Fig. 1: run 1, layout detail
Bar = 5 um. Region (77, 112) to (97, 132) um. Cells in gray, sequential cells in the stronger gray; small squares are vias.
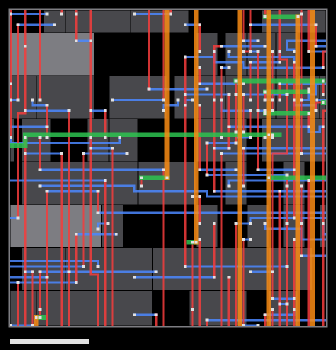
Fig. 2: run 1, clock routing
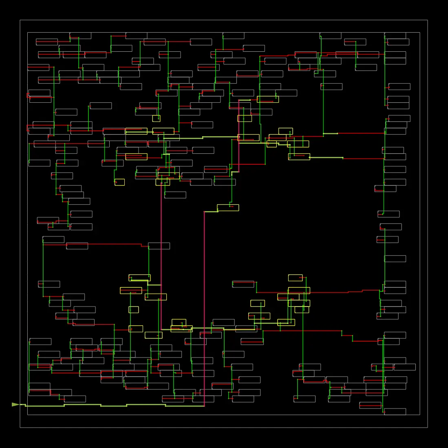
Fig. 3: run 1, selected gate families
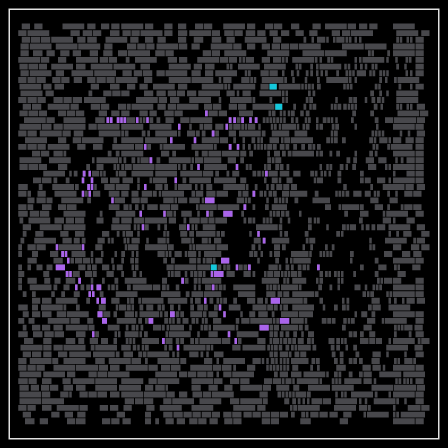
Fig. 4: run 1, pin map
Bar = 50 um. Pins as bars across the die edge, other pins in gray.
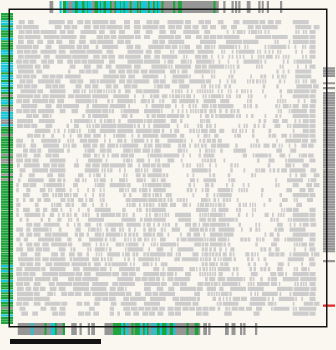
File: config.mk
export PLATFORM = sky130hd
export DESIGN_NAME = mem_access
export DESIGN_NICKNAME = d
export VERILOG_FILES = /design/src/rtl/mem_access_pkg.sv /design/src/rtl/mem_access_align.sv /design/src/rtl/mem_access.sv
export SDC_FILE = /design/constraint.sdc
export NUM_CORES = 1
export LEC_CHECK = 0
export ABC_AREA = 1
export CORE_MARGIN = 3
export CORE_UTILIZATION = 40
export DETAILED_ROUTE_END_ITERATION = 10
export GPL_TIMING_DRIVEN = 0
export PLACE_DENSITY_LB_ADDON = 0.2
export SYNTH_ARGS = -nofsm -noshare
export SYNTH_HDL_FRONTEND = slang
export SYNTH_SLANG_ARGS = --single-unit
File: constraint.sdc
create_clock -name clk -period 2.55 [get_ports clk]
set_clock_uncertainty 0.2 [all_clocks]
set_input_delay 0.255 -clock clk [delete_from_list [all_inputs] [get_ports clk]]
set_output_delay 0.255 -clock clk [all_outputs]
set_load 0.02 [all_outputs]
File: src/rtl/mem_access_pkg.sv
// Shared types for the memory-stage data-bus engine: access sizes, bus request/response, FSM states.
package mem_access_pkg;

    typedef enum logic [1:0] {
        MSIZE1 = 2'd0,
        MSIZE2 = 2'd1,
        MSIZE4 = 2'd2,
        MSIZE8 = 2'd3
    } msize_t;

    typedef logic [7:0] strobe_t;

    typedef struct packed {
        logic        valid;
        logic [63:0] addr;
        msize_t      size;
        strobe_t     strobe;
        logic [63:0] data;
    } dbus_req_t;

    typedef struct packed {
        logic        addr_ok;
        logic        data_ok;
        logic [63:0] data;
    } dbus_resp_t;

    typedef enum logic [1:0] {
        IDLE = 2'd0,
        REQ  = 2'd1,
        WAIT = 2'd2,
        DONE = 2'd3
    } mem_state_t;

    // Byte-lane enable pattern for a right-aligned access of the given size.
    function automatic strobe_t size_mask(msize_t size);
        unique case (size)
            MSIZE1:  return 8'h01;
            MSIZE2:  return 8'h03;
            MSIZE4:  return 8'h0f;
            default: return 8'hff;
        endcase
    endfunction

    // True when the low address bits violate natural alignment for the size.
    function automatic logic misaligned(logic [2:0] off, msize_t size);
        unique case (size)
            MSIZE1:  return 1'b0;
            MSIZE2:  return off[0];
            MSIZE4:  return |off[1:0];
            default: return |off;
        endcase
    endfunction

endpackage

File: src/rtl/mem_access_align.sv
// Combinational byte-lane alignment: store strobe/data shifting and load extraction with
// sign or zero extension.
module mem_align
    import mem_access_pkg::*;
(
    input  logic [2:0]  off,
    input  msize_t      size,
    input  logic        sext,
    input  logic [63:0] wdata,
    input  logic [63:0] rdata,
    output strobe_t     strobe,
    output logic [63:0] wdata_sh,
    output logic [63:0] rdata_ext
);

    logic [5:0]  shamt;
    logic [63:0] raw;

    assign shamt    = {off, 3'b000};
    assign strobe   = size_mask(size) << off;
    assign wdata_sh = wdata << shamt;
    assign raw      = rdata >> shamt;

    always_comb begin
        rdata_ext = raw;
        unique case (size)
            MSIZE1:  rdata_ext = {{56{sext & raw[7]}},  raw[7:0]};
            MSIZE2:  rdata_ext = {{48{sext & raw[15]}}, raw[15:0]};
            MSIZE4:  rdata_ext = {{32{sext & raw[31]}}, raw[31:0]};
            default: rdata_ext = raw;
        endcase
    end

endmodule

File: src/rtl/mem_access.sv
// Memory-stage data-bus engine: one load/store per operation over the addr_ok/data_ok bus.
// Optional misaligned-address trap enabled by MEM_ACCESS_MISALIGN_CHECK_EN.
module mem_access
    import mem_access_pkg::*;
#(
    parameter int unsigned ADDR_W = 64,
    parameter int unsigned DATA_W = 64
) (
    input  logic              clk,
    input  logic              reset,
    input  logic              in_valid,
    output logic              in_ready,
    input  logic [ADDR_W-1:0] in_addr,
    input  logic [DATA_W-1:0] in_wdata,
    input  logic              in_store,
    input  msize_t            in_size,
    input  logic              in_sext,
    output dbus_req_t         dreq,
    input  dbus_resp_t        dresp,
    output logic              stall,
    output logic              out_valid,
    output logic [DATA_W-1:0] out_rdata
`ifdef MEM_ACCESS_MISALIGN_CHECK_EN
    ,
    output logic              misalign
`endif
);

    mem_state_t        state_q, state_d;
    logic [ADDR_W-1:0] addr_q;
    logic [DATA_W-1:0] wdata_q;
    logic              store_q;
    msize_t            size_q;
    logic              sext_q;
    logic [DATA_W-1:0] rdata_q;

    logic              accept;
    logic              data_edge;
    logic              mis_now;
    strobe_t           strobe;
    logic [63:0]       wdata_sh;
    logic [63:0]       rdata_ext;

`ifdef MEM_ACCESS_MISALIGN_CHECK_EN
    logic mis_q;
    assign mis_now  = misaligned(in_addr[2:0], in_size);
    assign misalign = (state_q == DONE) & mis_q;
`else
    assign mis_now  = 1'b0;
`endif

    assign accept    = (state_q == IDLE) & in_valid;
    assign data_edge = ((state_q == REQ) & dresp.addr_ok & dresp.data_ok)
                     | ((state_q == WAIT) & dresp.data_ok);

    mem_align u_align (
        .off       (addr_q[2:0]),
        .size      (size_q),
        .sext      (sext_q),
        .wdata     (wdata_q),
        .rdata     (dresp.data),
        .strobe    (strobe),
        .wdata_sh  (wdata_sh),
        .rdata_ext (rdata_ext)
    );

    always_comb begin
        state_d = state_q;
        unique case (state_q)
            IDLE: if (in_valid) state_d = mis_now ? DONE : REQ;
            REQ:  if (dresp.addr_ok) state_d = dresp.data_ok ? DONE : WAIT;
            WAIT: if (dresp.data_ok) state_d = DONE;
            default: state_d = IDLE;
        endcase
    end

    // Request fields come only from latched state so they hold still until addr_ok.
    always_comb begin
        dreq        = '0;
        dreq.valid  = (state_q == REQ);
        dreq.addr   = addr_q;
        dreq.size   = size_q;
        dreq.strobe = store_q ? strobe : '0;
        dreq.data   = store_q ? wdata_sh : '0;
    end

    assign in_ready  = (state_q == IDLE);
    assign stall     = (state_q != IDLE);
    assign out_valid = (state_q == DONE);
    assign out_rdata = rdata_q;

    always_ff @(posedge clk or negedge reset) begin
        if (!reset) begin
            state_q <= IDLE;
            addr_q  <= '0;
            wdata_q <= '0;
            store_q <= 1'b0;
            size_q  <= MSIZE1;
            sext_q  <= 1'b0;
            rdata_q <= '0;
`ifdef MEM_ACCESS_MISALIGN_CHECK_EN
            mis_q   <= 1'b0;
`endif
        end else begin
            state_q <= state_d;
            if (accept) begin
                addr_q  <= in_addr;
                wdata_q <= in_wdata;
                store_q <= in_store;
                size_q  <= in_size;
                sext_q  <= in_sext;
            end
            if (data_edge) begin
                rdata_q <= store_q ? '0 : rdata_ext;
            end
`ifdef MEM_ACCESS_MISALIGN_CHECK_EN
            if (accept) begin
                mis_q <= mis_now;
                if (mis_now) rdata_q <= '0;
            end
`endif
        end
    end

endmodule

==> impl_metrics.py, run 1 <==
# Metrics from the implementation run
metrics = {
    "clock_network": {
        "root_buffer": "clkbuf_16",
        "cts_tree": "yes",
    },
    "final_timing": {
        "fin_ws_ns": -0.0312,
        "period_needed_ns": 2.58,
        "setup_viol": 3,
    },
    "outcome": {
        "outcome": "complete, but fails checks",
        "violations": "setup timing",
    },
    "synth": {
        "synthAdderAreaFrac": 0.00444,
        "syn-instance-count": 1396,
        "mux_share": 0.126,
    },
    "global_routing": {
        "use_met3": 0.0708,
        "grt_use_met2": 0.580,
    },
    "routing": {
        "drtIter0Drc": 1130,
        "routed_wirelength_mm": 53.3,
        "firstDrtPassIters": 6,
    },
    "floorplanning": {
        "coreArea_um2": 27300,
    },
    "placement": {
        "pre_cts_slack_ns": -0.596,
    },
    "cells_and_area": {
        "nMultiInputCombCells": 1049,
    },
    "run": {
        "max_cap_violations": 0,
    },
    "setup_path": {
        "rr_worst_depth": 9,
    },
}
## Picture notes: Fig. 1
layer	color
met4	orange
met1	blue
met3	green
met2	red
cells with their middle in the window	37
most frequent	nor2_1 (8), nand2_1 (5), clkdlybuf4s50_1 (5)
netlist names of flops here include	size_q (1), wdata_q (1)
sequential cells in the window	2

## Picture notes: Fig. 2
clock sinks: 198
clk_buf instances: 17
seq_cells: 198
Insertion Delay late pin: 0.46 ns
P_clk: 3.08 mW

## Picture notes: Fig. 3
family	color	cells	most used
NOR gates	purple	86	nor2_1
AND-OR and OR-AND gates	cyan	3	a22o_1
fin cells: 2239
most numerous logic cell after layout: nand2_1
Comb area share: 0.350

## Picture notes: Fig. 4
port	color	pins	direction	edge
in_addr	cyan	64	input	27 left, 25 top, 12 bottom
dreq	green	139	output	87 left, 27 top, 25 bottom
reset	red	1	input	right
Die W: 174 um
Die Ht: 174 um
I/O Buffers: 406

## run 1: synth_stat cells
library cell	instances
nor3_1	1
a22o_1	2
clkbuf_1	47
dfrtp_1	198
nor2_1	82
a21oi_1	42
or2_2	2
mux2_2	111
nand3_1	112
nand2_8	1
buf_2	31
o311ai_0	7
a21o_1	1
inv_4	1
buf_4	8
buf_12	2
nor2_4	3
mux2i_1	17
a31oi_1	1
buf_6	7
inv_2	2
nand3_2	20
buf_1	7
nand2_1	480
o21ai_0	127
o31ai_1	5
nand2_2	3
inv_6	1
ha_1	4
a22oi_1	15
o21ai_1	2
nand2_4	2
clkinv_1	2
o22ai_1	9
inv_1	41
## run 1: critical path: cells and delay by family (launching register included)
kind / cells / cell delay, ns
buffers and inverters: 5 / 0.78
AND-OR/OR-AND: 3 / 0.41
flip-flops: 1 / 0.45
--- run 2 (diff from run 1) ---
CORE_ASPECT_RATIO = 1.1   (was unset)
SKIP_LAST_GASP = 1   (was unset)
==> impl_metrics.py, run 2 <==
# Metrics from the implementation run
metrics = {
    "final_timing": {
        "period_needed_ns": 2.59,
        "hold_viol": 0,
        "setup_viol": 4,
        "drv_slew": 0,
        "fin_ws_ns": -0.0351,
    },
    "cells_and_area": {
        "nonClkBufAreaFrac": 0.291,
        "fin_nets": 2050,
        "seq_cells": 198,
        "lay_top_count": "nand2_1",
        "nMultiInputCombCells": 1049,
        "final.clkbuf_count": 17,
    },
    "routing": {
        "routed_wirelength_mm": 51.9,
        "firstDrtPassIters": 5,
        "drtIter0Drc": 1229,
    },
    "global_routing": {
        "grt_util_met1": 0.406,
        "grt_use_met2": 0.572,
        "antenna_found_initial": 0,
        "grt_pass1_wl_mm": 76.2,
        "grt_pass1_vias": 12600,
        "use_met3": 0.0674,
    },
    "synth": {
        "synth-edff-count": 0,
        "mux_share": 0.126,
        "yosys-top-cells-count": "nand2_1 (480), dfrtp_1 (198), o21ai_0 (127)",
        "ys_sh_simple": 0.264,
        "yosysCellCount": 1396,
        "compound_area_frac": 0.102,
        "yosysMostFrequentCell": "nand2_1",
        "synthAdderAreaFrac": 0.00444,
        "syn-instance-count": 1396,
        "synthArstFlopShare": 1.00,
    },
    "clock_network": {
        "numClockSinks": 198,
        "root_buffer": "clkbuf_16",
        "cts_tree": "yes",
    },
    "run": {
        "max_cap_violations": 0,
    },
    "setup_path": {
        "path_buffers": 5,
        "cp.depth": 9,
        "rr_worst_depth": 11,
        "crit_path_start_kind": "flip-flop",
        "critical-path-top-delay-family": "buffers and inverters",
    },
    "outcome": {
        "outcome": "complete, but fails checks",
        "violations": "setup timing",
    },
    "floorplanning": {
        "die_y_um": 182,
        "fp.dieW_um": 166,
        "coreArea_um2": 27400,
    },
    "placement": {
        "pre_cts_slack_ns": -0.711,
        "portBuffers": 406,
    },
    "power_and_ir_drop": {
        "pwr-share-seq": 0.221,
    },
}
## run 2: cell types whose count changed in the layout (fill, tap and decap cells not counted), moves of 5 or more
cell	change
diode_2	-5
nand3_2	+10
o21ai_2	-11
nand3_1	-10
inv_12	-6
buf_4	-7
nor2_1	-5
## run 2: cells by family (layout without fill, tap and decap cells)
logic type               count (synthesis)  after routing
AND/OR/NAND/NOR                        706            706
AND-OR/OR-AND                          211            211
flip-flops                             198            198
buffers and inverters                  149            611
multiplexers                           128            128
adder cells (fa/ha/maj)                  4              4
## run 2: what timing repair did
item,in CTS,in global routing
setup buffers,12,8
gates resized,500,147
endpoints found under the setup margin,144,94
pin swaps,13,10
cloned,0,5
hold endpoints to repair,81,0
hold buffers,1,0
Fig. 5: run 2, wire density map
33 x 36 tiles, from white (low) to dark blue (high), scaled to the fullest tile. Values are wire area over tile area, all layers added.
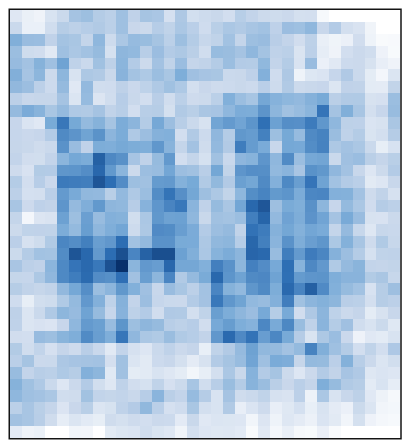
nearly empty tiles	1.3%
fullest tile	0.81
densest ninth of the die	center
gr usage total: 0.332
routed len/inst: 23.4 um

Fig. 6: run 2, clock routing
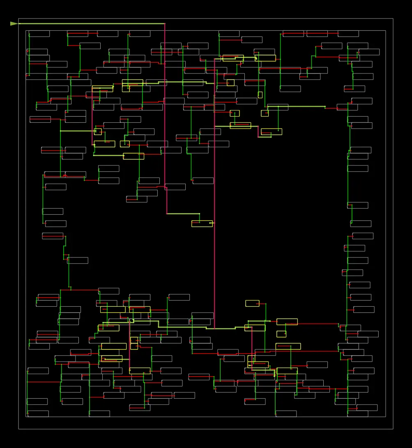
TritonCTS Buffers: 17
P_clk: 2.95 mW
Insertion Delay late pin: 0.45 ns

Fig. 7: run 2, selected gate families
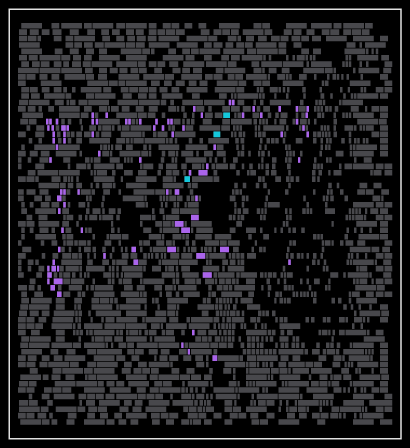
family	color	cells	most used
NOR gates	purple	86	nor2_1
AND-OR and OR-AND gates	cyan	3	a22o_1
fin cells: 2215
Comb area share: 0.352

No activity file was given, so power comes from the tool's default toggle rates.
